Figure 1. Where the registers sit (run 1).
(3 px per um) Other sequential cells in the stronger grey, the rest of the logic in the fainter grey.
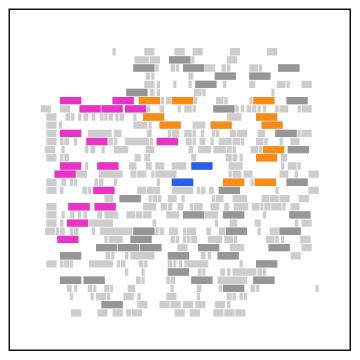
Figure 2. Zoomed window (run 1).
Region (44, 44) to (69, 69) um. Cells in grey, sequential cells in the stronger grey; small squares are vias.
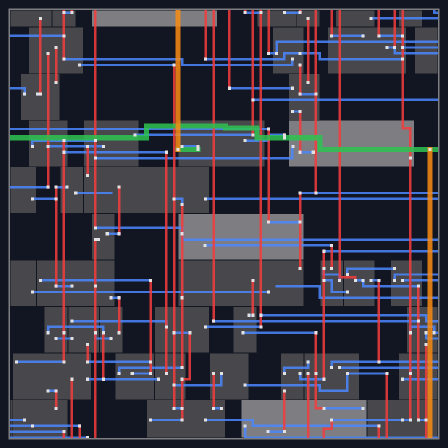
Figure 3. Routing congestion map (run 1).
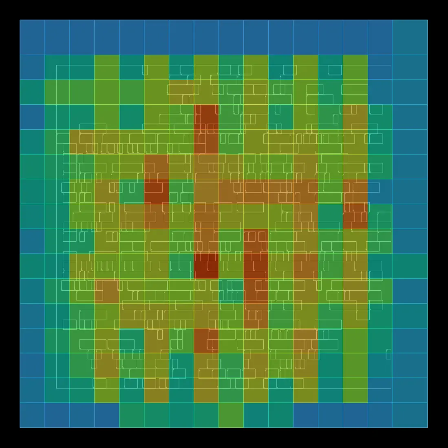
File: config.mk
export PLATFORM = sky130hd
export DESIGN_NAME = alu_nibble_sequencer
export DESIGN_NICKNAME = d
export VERILOG_FILES = /design/src/rtl/alu_nibble_sequencer.sv
export SDC_FILE = /design/constraint.sdc
export NUM_CORES = 1
export LEC_CHECK = 0
export ABC_AREA = 0
export CAP_MARGIN = 20
export CORE_MARGIN = 10
export CORE_UTILIZATION = 35
export DETAILED_ROUTE_END_ITERATION = 8
export PLACE_DENSITY_LB_ADDON = 0.1
export SLEW_MARGIN = 0
export SYNTH_ARGS = -nofsm -noshare
export SYNTH_HDL_FRONTEND = slang
export SYNTH_SLANG_ARGS = --single-unit
File: constraint.sdc
create_clock -name clk -period 8.5 [get_ports clk]
set_clock_uncertainty 0.2 [all_clocks]
set_input_delay 2.125 -clock clk [delete_from_list [all_inputs] [get_ports clk]]
set_output_delay 2.125 -clock clk [all_outputs]
set_load 0.02 [all_outputs]
File: src/rtl/alu_nibble_sequencer.sv
// Multi-cycle 4*WORDS-bit ALU sequencer: one nibble per clock, LSB nibble first, carry chained.
// Optional zero/overflow flags are built only when ALU_SEQ_FLAGS_EN is defined.
module alu_nibble_sequencer #(
    parameter int unsigned WORDS = 4
) (
    input  logic                 clk,
    input  logic                 rst,
    input  logic                 start,
    input  logic [2:0]           op,
    input  logic [4*WORDS-1:0]   a,
    input  logic [4*WORDS-1:0]   b,
    input  logic                 carry_in,
    output logic                 busy,
    output logic                 done,
    output logic [4*WORDS-1:0]   result,
    output logic                 cout,
    output logic                 zero,
    output logic                 ovf
);

    localparam int unsigned W  = 4 * WORDS;
    localparam int unsigned IW = $clog2(WORDS);

    localparam logic [1:0] StIdle = 2'd0;
    localparam logic [1:0] StRun  = 2'd1;
    localparam logic [1:0] StDone = 2'd2;

    localparam logic [IW-1:0] LastIdx = IW'(WORDS - 1);

    logic [1:0]    state_q;
    logic [IW-1:0] idx_q;
    logic          carry_q;
    logic [W-1:0]  a_q;
    logic [W-1:0]  b_q;
    logic [1:0]    sel_q;
    logic [W-1:0]  acc_q;

    logic [1:0]    init_sel;
    logic          init_carry;
    logic [W-1:0]  a_sh;
    logic [W-1:0]  b_sh;
    logic [3:0]    a_nib;
    logic [3:0]    b_nib;
    logic [3:0]    bmux;
    logic [3:0]    alu_d;
    logic          alu_cout;
    logic [W-1:0]  final_res;
    logic          last_nib;

    // Op decode into ALU B-mux select and the carry fed to the first nibble.
    always_comb begin
        init_sel   = 2'b10;
        init_carry = 1'b0;
        case (op)
            3'b001:  begin init_sel = 2'b10; init_carry = 1'b1;     end
            3'b010:  begin init_sel = 2'b00; init_carry = 1'b0;     end
            3'b011:  begin init_sel = 2'b00; init_carry = carry_in; end
            3'b100:  begin init_sel = 2'b01; init_carry = 1'b1;     end
            3'b101:  begin init_sel = 2'b01; init_carry = carry_in; end
            3'b110:  begin init_sel = 2'b11; init_carry = 1'b0;     end
            default: begin init_sel = 2'b10; init_carry = 1'b0;     end
        endcase
    end

    // Shared 4-bit ALU datapath: D = A + Bmux + Cin.
    assign a_sh  = a_q >> {idx_q, 2'b00};
    assign b_sh  = b_q >> {idx_q, 2'b00};
    assign a_nib = a_sh[3:0];
    assign b_nib = b_sh[3:0];

    always_comb begin
        case (sel_q)
            2'b00:   bmux = b_nib;
            2'b01:   bmux = ~b_nib;
            2'b10:   bmux = 4'h0;
            default: bmux = 4'hF;
        endcase
    end

    assign {alu_cout, alu_d} = {1'b0, a_nib} + {1'b0, bmux} + {4'b0000, carry_q};

    // The top nibble lands in the accumulator on the same edge result is loaded.
    assign final_res = {alu_d, acc_q[W-5:0]};
    assign last_nib  = (state_q == StRun) && (idx_q == LastIdx);

    always_ff @(posedge clk) begin
        if (rst) begin
            state_q <= StIdle;
            idx_q   <= '0;
            carry_q <= 1'b0;
            a_q     <= '0;
            b_q     <= '0;
            sel_q   <= 2'b10;
            acc_q   <= '0;
            result  <= '0;
            cout    <= 1'b0;
        end else begin
            case (state_q)
                StIdle: begin
                    if (start) begin
                        a_q     <= a;
                        b_q     <= b;
                        sel_q   <= init_sel;
                        carry_q <= init_carry;
                        idx_q   <= '0;
                        state_q <= StRun;
                    end
                end
                StRun: begin
                    acc_q[{idx_q, 2'b00} +: 4] <= alu_d;
                    carry_q <= alu_cout;
                    idx_q   <= idx_q + IW'(1);
                    if (idx_q == LastIdx) begin
                        result  <= final_res;
                        cout    <= alu_cout;
                        idx_q   <= '0;
                        state_q <= StDone;
                    end
                end
                StDone:  state_q <= StIdle;
                default: state_q <= StIdle;
            endcase
        end
    end

`ifdef ALU_SEQ_FLAGS_EN
    always_ff @(posedge clk) begin
        if (rst) begin
            zero <= 1'b0;
            ovf  <= 1'b0;
        end else if (last_nib) begin
            zero <= (final_res == '0);
            ovf  <= (a_q[W-1] == bmux[3]) && (alu_d[3] != a_q[W-1]);
        end
    end
`else
    assign zero = 1'b0;
    assign ovf  = 1'b0;
`endif

    assign busy = (state_q != StIdle);
    assign done = (state_q == StDone);

endmodule

==> results.txt, run 1 <==
Results of the implementation run.

The tap cell count is 105. The sum of overflow across all layers after global routing came out at 0. The flow ran to the end, and the final reports show no timing, DRC or antenna violations.

The clock latency of the later-clocked register in the worst-skew pair is 340 ps. In the synthesized netlist, the number of instances is 354. The final weighted congestion recorded by global placement is 0.7657. The final layout reports a setup TNS of 0 ps. The type of the tightest min-delay check is flip-flop to flip-flop. In the final layout, the registers with the most flip-flops are a_q (16), b_q (16), result (16). The buffer type at the clock tree root is sky130_fd_sc_hd__clkbuf_8. The wire length of the first global-routing pass is 11760 um. The met2 layer wire length in the routed design came out at 3259 um.

The number of nets in the finished design came out at 450. For the worst reg-to-reg path, the endpoint reported by OpenROAD is acc_q[6]. The inverter tally of the final layout excluding the clock network came out at 7. The remaining max-slew budget at the tightest pin came out at 48.20%. The core outline area is 8341 sq um.

In the layout the commonest cells are sky130_fd_sc_hd__nand2_1, sky130_fd_sc_hd__dfxtp_1, sky130_fd_sc_hd__clkdlybuf4s50_1. The power drawn by the clock network came out at 268 uW. The maximum fanout encountered on the critical timing path is 5. Setup slack on the worst path after placement came out at 4716 ps.

The largest contributor to cell area by class is logic gates. The worst hold path was traced through 2 stages. The number of pins with negative max-slew slack in the final report came out at 0. The fraction of final cell area spent on non-clock buffers in this run is 16.05%. Hold repair after CTS inserted 0 buffers.

IR analysis of the VDD net gives a maximum drop of 0.07118 mV. The layout multi-input combinational cell count came out at 254. The met2 demand-to-capacity share in global routing is 17.32%. Entering global routing, the biggest net connects 69 pins. The basic-gate share of the synthesized area counting and, or, nand and nor cells came out at 22.27%. The standard cell with the maximum stage delay on the critical path is sky130_fd_sc_hd__clkdlybuf4s50_1. The die height came out at 113.2 um. The final period utilization is 45.63%.

The final report gives the standard cell area, fillers excluded, as 3836 sq um. According to the CTS report, the clock sink count is 68. The most common logic cell in the final layout is sky130_fd_sc_hd__nand2_1. The post-route worst setup slack is 4621 ps.

The total number of placement rows is 33. The count of buffer and inverter cells on the critical path came out at 1. The count of cell instances traversed by the critical path is 2. The clock tree cell share of total cell area is 5.251%. The cell area after synthesis came out at 3039 sq um. After synthesis, the mean cell area works out to 8.585 sq um.

The deepest clock path buffer count came out at 2. Per the synthesis report, the dominant area consumer among library cells is sky130_fd_sc_hd__dfxtp_1. The total CTS buffers came out at 9. The detailed router reports a met3 wire length of 316 um. The arrival time reported for the critical path endpoint is 1550 ps. The instance area after placement is 3635 sq um. The DRC violation count after routing is 0.

The post-detailed-route count of antenna-violating nets came out at 0. The setup slack on the worst flop-to-flop path is 5290 ps. Setup repair after global routing left no endpoint under its margin. The number of setup violations in the final report is 0.

The destination of the worst hold path is a_q[13]. The iteration count recorded for the first detailed-route pass is 4. The via density per instance is 4.748. Counting I/O delays and the setup requirement, the final critical path takes 3879 ps. In the placement report, post-DP HPWL is listed as 4901 um. The routed length on met1 is 3381 um. In the power breakdown, the internal column shows 516.8 uW. The number of H-tree levels came out at 3.

The measured slew at the worst slew-check pin came out at 777.0 ps. After detailed routing, no signal wire sits above met4. The combinational power came out at 90.0 uW. The number of DRC markers in iteration 0 is 110. The number of signal-net buffers in the layout came out at 61.

The path type of the worst setup path is flip-flop to output port. The share of total power in combinational logic came out at 12.9%. The power report attributes to the sequential group a share of 48.6%. The xor/xnor cell area share of the yosys netlist is 2.017%. The via count of the first global-routing pass is 2392. The critical path goes through and2b_2 > clkdlybuf4s50_1.
About Figure 1:
[orange] acc_q | placed flops: 12
[magenta] b_q | placed flops: 16
[blue] idx_q | placed flops: 2
not coloured: 38
Power Sequential: 338 uW
sequential share of cell area: 35.49%

About Figure 2:
[orange] M4
[green] M3
[red] M2
[blue] M1
sequential cells in the window: 3
netlist names of flops here include: idx_q (2), carry_q (1)
cells with their middle in the window: 35
most frequent: ha_1 (5), nor2_1 (4)

About Figure 3:
Total Routing Usage GR: 11.08%
Core Util, Final: 45.99%
fraction of met3 tracks used by global routing: 3.011%
GR met1 Demand/Resource: 14.13%

==> inputs of run 2 (changes only) <==
==> constraint.sdc (replaced) <==
create_clock -name clk -period 3.7 [get_ports clk]
set_clock_uncertainty 0.2 [all_clocks]
set_input_delay 0.925 -clock clk [delete_from_list [all_inputs] [get_ports clk]]
set_output_delay 0.925 -clock clk [all_outputs]
set_load 0.02 [all_outputs]
Figure 4. Routing congestion map (run 2).
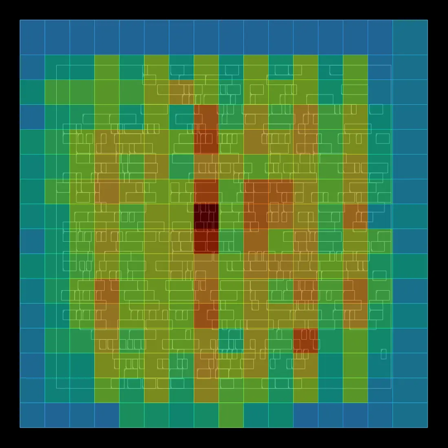
routing usage on met2: 17.86%
Top Usage Layer GRT: met2
GR met1 Demand/Resource: 12.87%
Total Routing Usage GR: 10.98%
Core Util, Final: 46.59%

==> results.txt, run 2 <==
Results of the implementation run.

The DRC violation count after routing is 0 (unchanged). The share of total power in combinational logic came out at 11.8% (-1.1 points). The via count of the first global-routing pass is 2509 (+4.9%). The power drawn by the clock network came out at 743 uW (+180%).

In the layout the commonest cells are sky130_fd_sc_hd__nand2_1, sky130_fd_sc_hd__dfxtp_1, sky130_fd_sc_hd__clkdlybuf4s50_1. In this run the top signal layer used is met4. The core outline area came out at 8341 sq um (unchanged). The sum of overflow across all layers after global routing is 0 (unchanged). The die height came out at 113.2 um (unchanged).

The remaining max-slew budget at the tightest pin came to 61.70% (+13 points). The combinational power was 204 uW (+130%). The fraction of area in non-clock buffers came to 15.90% (-0.14 points). The met2 layer wire length in the routed design is 3258 um (about the same). For reference, the most critical setup path is categorized as flip-flop to flip-flop. The setup slack on the worst flop-to-flop path was 770 ps (-4520 ps). Looking at the hold checks, the worst path lands on b_q[1].

The via density per instance came out at 4.696 (-1.1%). The post-detailed-route count of antenna-violating nets came out at 0 (unchanged). The final period utilization came out at 79.22%.

The wire length of the first global-routing pass is 11780 um (+0.12%). The maximum fanout encountered on the critical timing path came out at 4 (-1). The number of iterations in the first detailed-routing pass is 4 (unchanged).

The instance area after placement came out at 3637 sq um (about the same). The deepest clock path buffer count is 2 (unchanged). Per the area breakdown, the dominant cell category is logic gates. The sequential share of power is 45.0% (-3.6 points).

The basic-gate share of the synthesized area counting and, or, nand and nor cells came out at 22.27% (unchanged). The number of hold buffers added after cts came out at 0 (unchanged). The standard cell with the maximum stage delay on the critical path is sky130_fd_sc_hd__mux4_2. The met3 demand-to-capacity share in global routing came to 3.909% (+0.90 points). The routed length on met1 came out at 3193 um (-5.6%). The cell area after synthesis came out at 3039 sq um (unchanged). The worst hold path belongs to the class flip-flop to flip-flop. The clock tree cell share of total cell area came to 6.407% (+1.2 points). The layout multi-input combinational cell count is 254 (unchanged). In this run the critical register-to-register path is captured at acc_q[6].

The inverter tally of the final layout excluding the clock network came to 7 (unchanged). The run finished with clean final reports.
Figure 5. Zoomed window (run 2).
Region (44, 44) to (69, 69) um. Cells in grey, sequential cells in the stronger grey; small squares are vias.
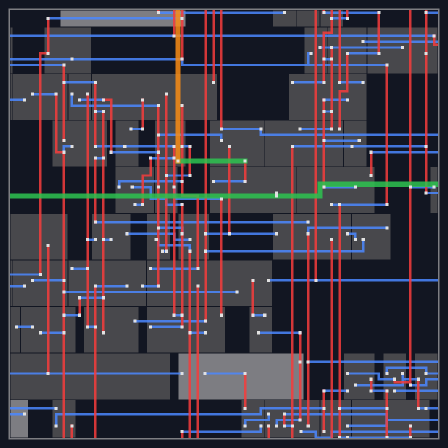

==> inputs of run 3 (changes only) <==
==> constraint.sdc (replaced) <==
create_clock -name clk -period 2.8 [get_ports clk]
set_clock_uncertainty 0.2 [all_clocks]
set_input_delay 0.7 -clock clk [delete_from_list [all_inputs] [get_ports clk]]
set_output_delay 0.7 -clock clk [all_outputs]
set_load 0.02 [all_outputs]
Figure 6. Zoomed window (run 3).
Region (44, 44) to (69, 69) um. Cells in grey, sequential cells in the stronger grey; small squares are vias.
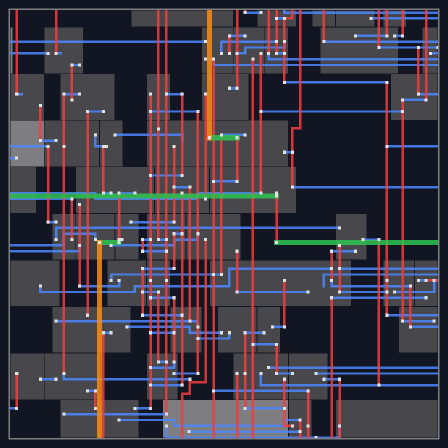
[orange] M4
[green] M3
[blue] M1
[red] M2
most frequent: nand2b_1 (5), ha_1 (5)
sequential cells in the window: 1
netlist names of flops here include: carry_q (1)
cells with their middle in the window: 42

==> results.txt, run 3 <==
Results of the implementation run.

The setup slack on the worst flop-to-flop path came out at 130 ps (-640 ps). The met3 demand-to-capacity share in global routing was 4.385% (+0.48 points). Ranked by total area, the top cell class in this layout is logic gates. The number of iterations in the first detailed-routing pass was 4 (unchanged). The instance area after placement is 3657 sq um (+0.55%). The destination of the worst hold path is result[11]. The final period utilization came out at 95.28% (+16 points). For this design, the slowest cell found on the critical path is sky130_fd_sc_hd__mux4_2. The deepest clock path buffer count was 2 (unchanged). The cell area after synthesis came out at 3039 sq um (unchanged). The number of signal-net buffers in the layout came out at 64. The clock tree cell share of total cell area is 6.010% (-0.40 points). After global routing, the most crowded layer is met2.

In this run the top signal layer used is met4. The met1 usage is 11.84% (-1.0 points). The overall power after layout is 2.233 mW. The main area contributors are sky130_fd_sc_hd__dfxtp_1, sky130_fd_sc_hd__nand2_1, sky130_fd_sc_hd__a21oi_1, sky130_fd_sc_hd__mux4_2, sky130_fd_sc_hd__nor2_1. The wire length of the first global-routing pass is 11530 um (-2.1%). The met2 layer wire length in the routed design was 3189 um (-2.1%). The share of total power in combinational logic was 12.6% (+0.8 points).

TritonCTS built the clock tree. The combinational power is 282 uW (+38%). The via count of the first global-routing pass came to 2550 (+1.6%). The remaining max-slew budget at the tightest pin came out at 61.29% (-0.41 points). The number of hold buffers added after cts came to 0 (unchanged). The sequential share of power came out at 45.9% (+0.9 points). The largest registers in the layout are a_q (16), b_q (16), result (16). The routed length on met1 was 3183 um (-0.31%).

The fraction of area in non-clock buffers is 16.43% (+0.53 points). The maximum fanout encountered on the critical timing path is 2 (-2). The die height came to 113.2 um (unchanged). The launch point of the worst min-delay path is recorded as result[11]. The post-route worst setup slack came out at 132.1 ps. The top cell types in the final layout, fill and taps aside, are sky130_fd_sc_hd__nand2_1, sky130_fd_sc_hd__dfxtp_1, sky130_fd_sc_hd__clkdlybuf4s50_1. By count the netlist is led by sky130_fd_sc_hd__nand2_1, sky130_fd_sc_hd__dfxtp_1, sky130_fd_sc_hd__a21oi_1, sky130_fd_sc_hd__nor2_1, sky130_fd_sc_hd__buf_2. The largest area contributor in the synthesized netlist is sky130_fd_sc_hd__dfxtp_1. The post-detailed-route count of antenna-violating nets came to 0 (unchanged).

The net switching component of the power came out at 518.3 uW. The core outline area came out at 8341 sq um (unchanged). The power drawn by the clock network is 926 uW (+25%). The basic-gate share of the synthesized area counting and, or, nand and nor cells came to 22.27% (unchanged). The type of the tightest min-delay check is flip-flop to flip-flop.

The DRC violation count after routing is 0 (unchanged). The final core utilization is 46.92% (+0.33 points). The worst register-to-register path ends at carry_q. The worst setup path is launched from a flip-flop. The flow ran to the end, and the final reports show no timing, DRC or antenna violations.

The layout multi-input combinational cell count came out at 254 (unchanged).
Figure 7. Signal wires on met2 (run 3).
(3 px per um)
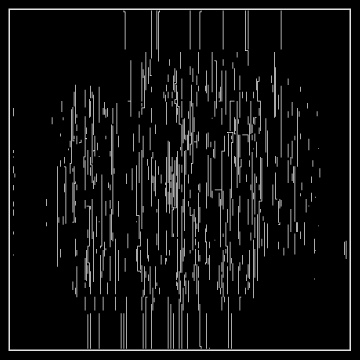
longest straight run: 33.3 um
main direction: vertical
share of all routed wire: 46%
wire length on this layer: 3190 um
nets with wire on the layer: 352
count of vias placed by the detailed router: 2420
wire length reported by the detailed router: 6893 um
routing usage on met2: 18.39%

Power is estimated from default activity; no workload was simulated.
